### src/rtl/trng_arbiter_if.sv
// trng_arbiter_if: groups the TRNG fetch handshake and the consumer
// request/grant bus of trng_arbiter.
//   slave  (arbiter side): enable_i, rnd_ready_i, rnd_data_i, fail_i, req_i in;
//                          ack_read_o, gnt_o, rdata_o, err_o, level_o out
//   master (environment) : the same signals with directions reversed
interface trng_arbiter_if #(
  parameter int unsigned NUM_REQ    = 4,
  parameter int unsigned FIFO_DEPTH = 4,
  parameter int unsigned WORD_W     = 32
);
  localparam int unsigned LVL_W = $clog2(FIFO_DEPTH + 1);

  logic               enable_i;
  logic               rnd_ready_i;
  logic [WORD_W-1:0]  rnd_data_i;
  logic               ack_read_o;
  logic               fail_i;
  logic [NUM_REQ-1:0] req_i;
  logic [NUM_REQ-1:0] gnt_o;
  logic [WORD_W-1:0]  rdata_o;
  logic               err_o;
  logic [LVL_W-1:0]   level_o;

  modport slave (
    input  enable_i, rnd_ready_i, rnd_data_i, fail_i, req_i,
    output ack_read_o, gnt_o, rdata_o, err_o, level_o
  );

  modport master (
    output enable_i, rnd_ready_i, rnd_data_i, fail_i, req_i,
    input  ack_read_o, gnt_o, rdata_o, err_o, level_o
  );
endinterface

### src/rtl/trng_arbiter.sv
// trng_arbiter: fetches TRNG words through a ready/ack-read handshake into a
// prefetch FIFO and hands each word to exactly one of NUM_REQ requesters,
// round robin. A TRNG failure purges the FIFO and turns every later grant into
// an error grant until reset.
//   clk_i  rising-edge clock
//   rst_i  synchronous active-high reset
//   bus    trng_arbiter_if.slave (TRNG handshake, requests, grants, level)
module trng_arbiter #(
  parameter int unsigned NUM_REQ    = 4,
  parameter int unsigned FIFO_DEPTH = 4,
  parameter int unsigned WORD_W     = 32
) (
  input logic           clk_i,
  input logic           rst_i,
  trng_arbiter_if.slave bus
);
  localparam int unsigned PW = $clog2(NUM_REQ);
  localparam int unsigned AW = (FIFO_DEPTH > 1) ? $clog2(FIFO_DEPTH) : 1;
  localparam int unsigned CW = $clog2(FIFO_DEPTH + 1);

  typedef enum logic [1:0] {
    F_IDLE = 2'd0,
    F_ACK  = 2'd1,
    F_LOW  = 2'd2
  } fetch_state_e;

  fetch_state_e       r_state;
  fetch_state_e       w_state_nxt;

  logic [WORD_W-1:0]  r_mem [FIFO_DEPTH];
  logic [AW-1:0]      r_wptr;
  logic [AW-1:0]      r_rptr;
  logic [CW-1:0]      r_count;

  logic               r_fail;
  logic               r_ack;
  logic [NUM_REQ-1:0] r_gnt;
  logic [WORD_W-1:0]  r_rdata;
  logic               r_err;
  logic [PW-1:0]      r_ptr;

  logic               w_fail;
  logic               w_flush;
  logic               w_full;
  logic               w_empty;
  logic               w_push;
  logic               w_pop;
  logic               w_ack_d;
  logic               w_grant;
  logic [NUM_REQ-1:0] w_eligible;
  logic [NUM_REQ-1:0] w_gnt_nxt;
  logic [PW-1:0]      w_winner;
  logic [PW-1:0]      w_idx;

  // The live fail input acts in the same cycle so the purge lands on the next edge.
  assign w_fail  = bus.fail_i | r_fail;
  assign w_flush = ~bus.enable_i | w_fail;
  // Full is taken before any same-cycle pop.
  assign w_full  = (r_count == CW'(FIFO_DEPTH));
  assign w_empty = (r_count == '0);

  // Fetch FSM state register.
  always_ff @(posedge clk_i) begin
    if (rst_i) r_state <= F_IDLE;
    else       r_state <= w_state_nxt;
  end

  // Fetch FSM next state; F_LOW waits for ready to drop so each word is taken once.
  always_comb begin
    w_state_nxt = r_state;
    if (w_flush) begin
      w_state_nxt = F_IDLE;
    end else begin
      case (r_state)
        F_IDLE:  if (bus.rnd_ready_i && !w_full) w_state_nxt = F_ACK;
        F_ACK:   w_state_nxt = F_LOW;
        F_LOW:   if (!bus.rnd_ready_i) w_state_nxt = F_IDLE;
        default: w_state_nxt = F_IDLE;
      endcase
    end
  end

  // Fetch FSM outputs: push on the capture edge, ack registered for the F_ACK cycle.
  always_comb begin
    w_push  = 1'b0;
    w_ack_d = 1'b0;
    if (!w_flush && (r_state == F_IDLE) && bus.rnd_ready_i && !w_full) w_push = 1'b1;
    if (w_state_nxt == F_ACK) w_ack_d = 1'b1;
  end

  // Round-robin pick: first eligible requester at or after the pointer.
  always_comb begin
    w_eligible = bus.req_i & ~r_gnt;
    w_gnt_nxt  = '0;
    w_winner   = '0;
    w_idx      = '0;
    w_grant    = 1'b0;
    if (bus.enable_i && (w_fail || !w_empty)) begin
      for (int unsigned k = 0; k < NUM_REQ; k++) begin
        w_idx = PW'((32'(r_ptr) + k) % NUM_REQ);
        if (!w_grant && w_eligible[w_idx]) begin
          w_grant          = 1'b1;
          w_winner         = w_idx;
          w_gnt_nxt[w_idx] = 1'b1;
        end
      end
    end
    // Error grants never consume entropy.
    w_pop = w_grant & ~w_fail;
  end

  // FIFO storage (no reset needed; occupancy is tracked by r_count).
  always_ff @(posedge clk_i) begin
    if (w_push) r_mem[r_wptr] <= bus.rnd_data_i;
  end

  // FIFO pointers, grant outputs, sticky fail flag.
  always_ff @(posedge clk_i) begin
    if (rst_i) begin
      r_wptr  <= '0;
      r_rptr  <= '0;
      r_count <= '0;
      r_fail  <= 1'b0;
      r_ack   <= 1'b0;
      r_gnt   <= '0;
      r_rdata <= '0;
      r_err   <= 1'b0;
      r_ptr   <= '0;
    end else begin
      r_fail  <= w_fail;
      r_ack   <= w_ack_d;
      r_gnt   <= w_gnt_nxt;
      r_err   <= w_grant & w_fail;
      r_rdata <= w_pop ? r_mem[r_rptr] : '0;
      if (w_grant) r_ptr <= (w_winner == PW'(NUM_REQ - 1)) ? '0 : w_winner + 1'b1;
      if (w_flush) begin
        r_wptr  <= '0;
        r_rptr  <= '0;
        r_count <= '0;
      end else begin
        if (w_push) r_wptr <= (r_wptr == AW'(FIFO_DEPTH - 1)) ? '0 : r_wptr + 1'b1;
        if (w_pop)  r_rptr <= (r_rptr == AW'(FIFO_DEPTH - 1)) ? '0 : r_rptr + 1'b1;
        case ({w_push, w_pop})
          2'b10:   r_count <= r_count + 1'b1;
          2'b01:   r_count <= r_count - 1'b1;
          default: r_count <= r_count;
        endcase
      end
    end
  end

  assign bus.ack_read_o = r_ack;
  assign bus.gnt_o      = r_gnt;
  assign bus.rdata_o    = r_rdata;
  assign bus.err_o      = r_err;
  assign bus.level_o    = r_count;
endmodule

### src/flat_wrapper.sv
// flat-port wrapper written by rule: the top's interface ports become plain ports
module trng_arbiter_flat 
#(
  parameter int unsigned NUM_REQ    = 4,
  parameter int unsigned FIFO_DEPTH = 4,
  parameter int unsigned WORD_W     = 32
)
  (clk_i, rst_i, bus_enable_i, bus_rnd_ready_i, bus_rnd_data_i, bus_fail_i, bus_req_i, bus_ack_read_o, bus_gnt_o, bus_rdata_o, bus_err_o, bus_level_o);
  trng_arbiter_if #(.NUM_REQ(NUM_REQ), .FIFO_DEPTH(FIFO_DEPTH), .WORD_W(WORD_W)) bus_i ();
  input logic clk_i;
  input logic rst_i;
  input wire logic [$bits(bus_i.enable_i)-1:0] bus_enable_i;
  input wire logic [$bits(bus_i.rnd_ready_i)-1:0] bus_rnd_ready_i;
  input wire logic [$bits(bus_i.rnd_data_i)-1:0] bus_rnd_data_i;
  input wire logic [$bits(bus_i.fail_i)-1:0] bus_fail_i;
  input wire logic [$bits(bus_i.req_i)-1:0] bus_req_i;
  output wire logic [$bits(bus_i.ack_read_o)-1:0] bus_ack_read_o;
  output wire logic [$bits(bus_i.gnt_o)-1:0] bus_gnt_o;
  output wire logic [$bits(bus_i.rdata_o)-1:0] bus_rdata_o;
  output wire logic [$bits(bus_i.err_o)-1:0] bus_err_o;
  output wire logic [$bits(bus_i.level_o)-1:0] bus_level_o;
  assign bus_i.enable_i = bus_enable_i;
  assign bus_i.rnd_ready_i = bus_rnd_ready_i;
  assign bus_i.rnd_data_i = bus_rnd_data_i;
  assign bus_i.fail_i = bus_fail_i;
  assign bus_i.req_i = bus_req_i;
  assign bus_ack_read_o = bus_i.ack_read_o;
  assign bus_gnt_o = bus_i.gnt_o;
  assign bus_rdata_o = bus_i.rdata_o;
  assign bus_err_o = bus_i.err_o;
  assign bus_level_o = bus_i.level_o;
  trng_arbiter #(.NUM_REQ(NUM_REQ), .FIFO_DEPTH(FIFO_DEPTH), .WORD_W(WORD_W)) u_core (.clk_i(clk_i), .rst_i(rst_i), .bus(bus_i));
endmodule
### config.mk
export PLATFORM = sky130hd
export DESIGN_NAME = trng_arbiter_flat
export DESIGN_NICKNAME = d
export VERILOG_FILES = /design/src/rtl/trng_arbiter_if.sv /design/src/rtl/trng_arbiter.sv /design/src/flat_wrapper.sv
export SDC_FILE = /design/constraint.sdc
export NUM_CORES = 1
export LEC_CHECK = 0
export CORE_MARGIN = 2
export CORE_UTILIZATION = 25
export CTS_CLUSTER_SIZE = 20
export DETAILED_ROUTE_END_ITERATION = 10
export DONT_BUFFER_PORTS = 1
export HOLD_SLACK_MARGIN = 0.06
export PLACE_DENSITY = 0.49
export SETUP_SLACK_MARGIN = 0.2
export SYNTH_ARGS = -nofsm -noshare
export SYNTH_HDL_FRONTEND = slang
export SYNTH_SLANG_ARGS = --single-unit
### constraint.sdc
create_clock -name clk_i -period 4.05 [get_ports clk_i]
set_input_delay 0.405 -clock clk_i [delete_from_list [all_inputs] [get_ports clk_i]]
set_output_delay 0.405 -clock clk_i [all_outputs]
set_load 0.01 [all_outputs]
==> results_slide.txt <==
Physical Implementation Snapshot

GRT
  – GRT Total Usage: 0.0992
  – Initial antenna violation count: 0

Synth
  – Syn_nets: 421
  – Synthesis area per yosys: 0.00677 mm^2
  – Post-synth top area cell: edfxtp_1
  – Top area cell types: edfxtp_1, dfxtp_1, mux4_2
  – Mux share: 0.139
  – Basic Gates by Area: 0.0682
  – Synthesized area per cell: 18.4 um^2
  – Post-synthesis cell count: 368
  – Post-synth EDFFs: 128
  – Count leader, synth: edfxtp_1

Placement
  – Placed Instance Area: 0.00712 mm^2
  – Pre-CTS WS: 0.935 ns

Drt
  – Detailed Route WL: 13500 um

Final timing
  – Endpoints failing hold: 0
  – Final setup TNS: 0 ns
  – Max Clock Freq: 316 MHz
  – Unrepaired setup endpoints after global routing: no
  – Setup slack after layout: 0.888 ns
  – # setup viols final: 0
  – Worst Tran Pin Value: 1.07 ns

Critical path
  – CP peak stage delay: 0.64 ns
  – Worst path top cell family by delay: adder cells
  – Worst Setup Start Kind: flip-flop
  – Worst reg-to-reg setup slack: 0.89 ns
  – Slowest cell on the critical path: dfxtp_1
  – CP Cell Sequence: inv_2, ha_1, mux4_2, nor3_1, a31oi_1, a21boi_0, ha_1, or4_1, a31oi_1
  – Crit Path Max Fanout: 13

Finish
  – Nets: 459
  – Share of cells above drive strength 1: 0.196
  – Post-layout util: 0.301
  – Biggest register: u_core.r_mem
  – Comb area: 0.00183 mm^2

Die
  – Total Die Area: 0.0284 mm^2

Clocking
  – Clk ins delay skew pair: 0.42 ns
  – CTS root buf: clkbuf_16

Pwr
  – Peak VDD IR: 0.207 mV
  – Pwr Total: 3.88 mW
  – Lkg Pwr: 2.53 nW

Run
  – Tool warnings: 32

Status
  – Run status: finished, final reports clean
area by class of cell:
type,instances,share of cell area
sequential,178,0.602
clock inverter,13,0.0188
inverter,5,0.00233
clock buffer,19,0.0562
timing repair buffer,33,0.0410
multi-input combinational,171,0.227
tap,341,0.0530
per-layer routing:
layer / GRT usage / share of wire / vias up
met2: 0.171 / 0.51 / 78
met5: 0 / 0 / -
met3: 0.0367 / 0.049 / 7
met1: 0.116 / 0.44 / 1747
li1: - / - / 1507
met4: 0.0296 / 0.0081 / 0
where the power goes:
group	leakage, nW	internal, mW	total [mW]	switching (mW)
clock	0.297	0.954	1.67	0.714
sequential	1.56	1.97	1.99	0.0246
combinational	0.673	0.106	0.222	0.116
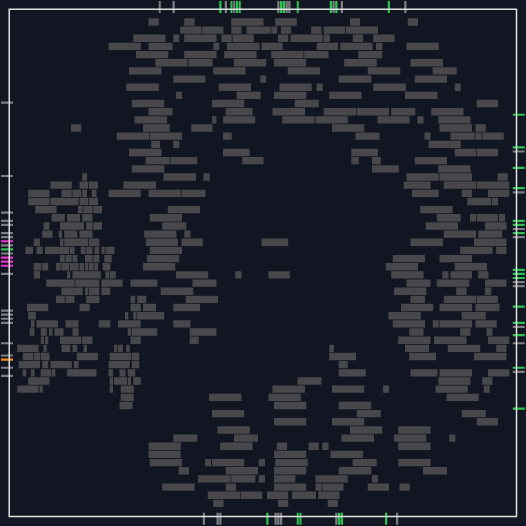
*Pin placement*
Drawn at 3 px/um. Pins as bars across the die edge, other pins in gray.
legend:
  rst_i:
    color: orange
    pins: 1
    direction: input
    edge: west
  bus_rdata_o:
    color: green
    pins: 32
    direction: output
    edge: 15 east, 10 north, 6 south, 1 west
  bus_req_i:
    color: magenta
    pins: 4
    direction: input
    edge: west
all pins by edge: 24 west, 24 east, 20 north, 14 south
DIE WIDTH: 169 um
Die Span Y: 169 um
Port Buf Inserts: 0

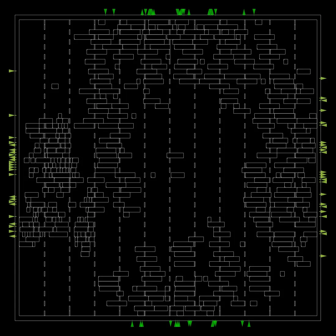
*Cell placement*
final non-filler cell total: 760
Tapcells: 341

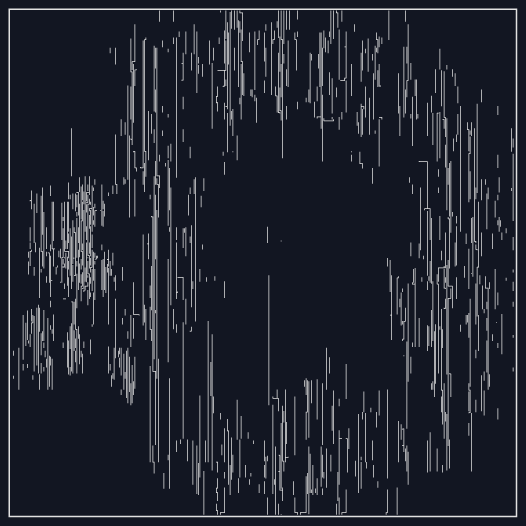
*M2 wires*
Drawn at 3 px/um.
longest straight run: 60.9 um
main direction: vertical

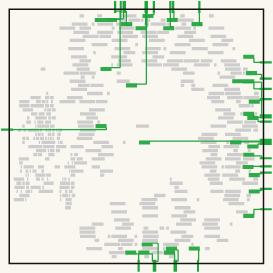
*I/O nets highlighted*
Drawn at 1.5 px/um.
legend:
  bus_rdata_o:
    color: green
    bits: 32
    direction: output
    edge: 15 east, 10 north, 6 south, 1 west
    end_cells: 32
    buffers: 0
    wire: 511 um

Power is estimated from default activity; no workload was simulated.
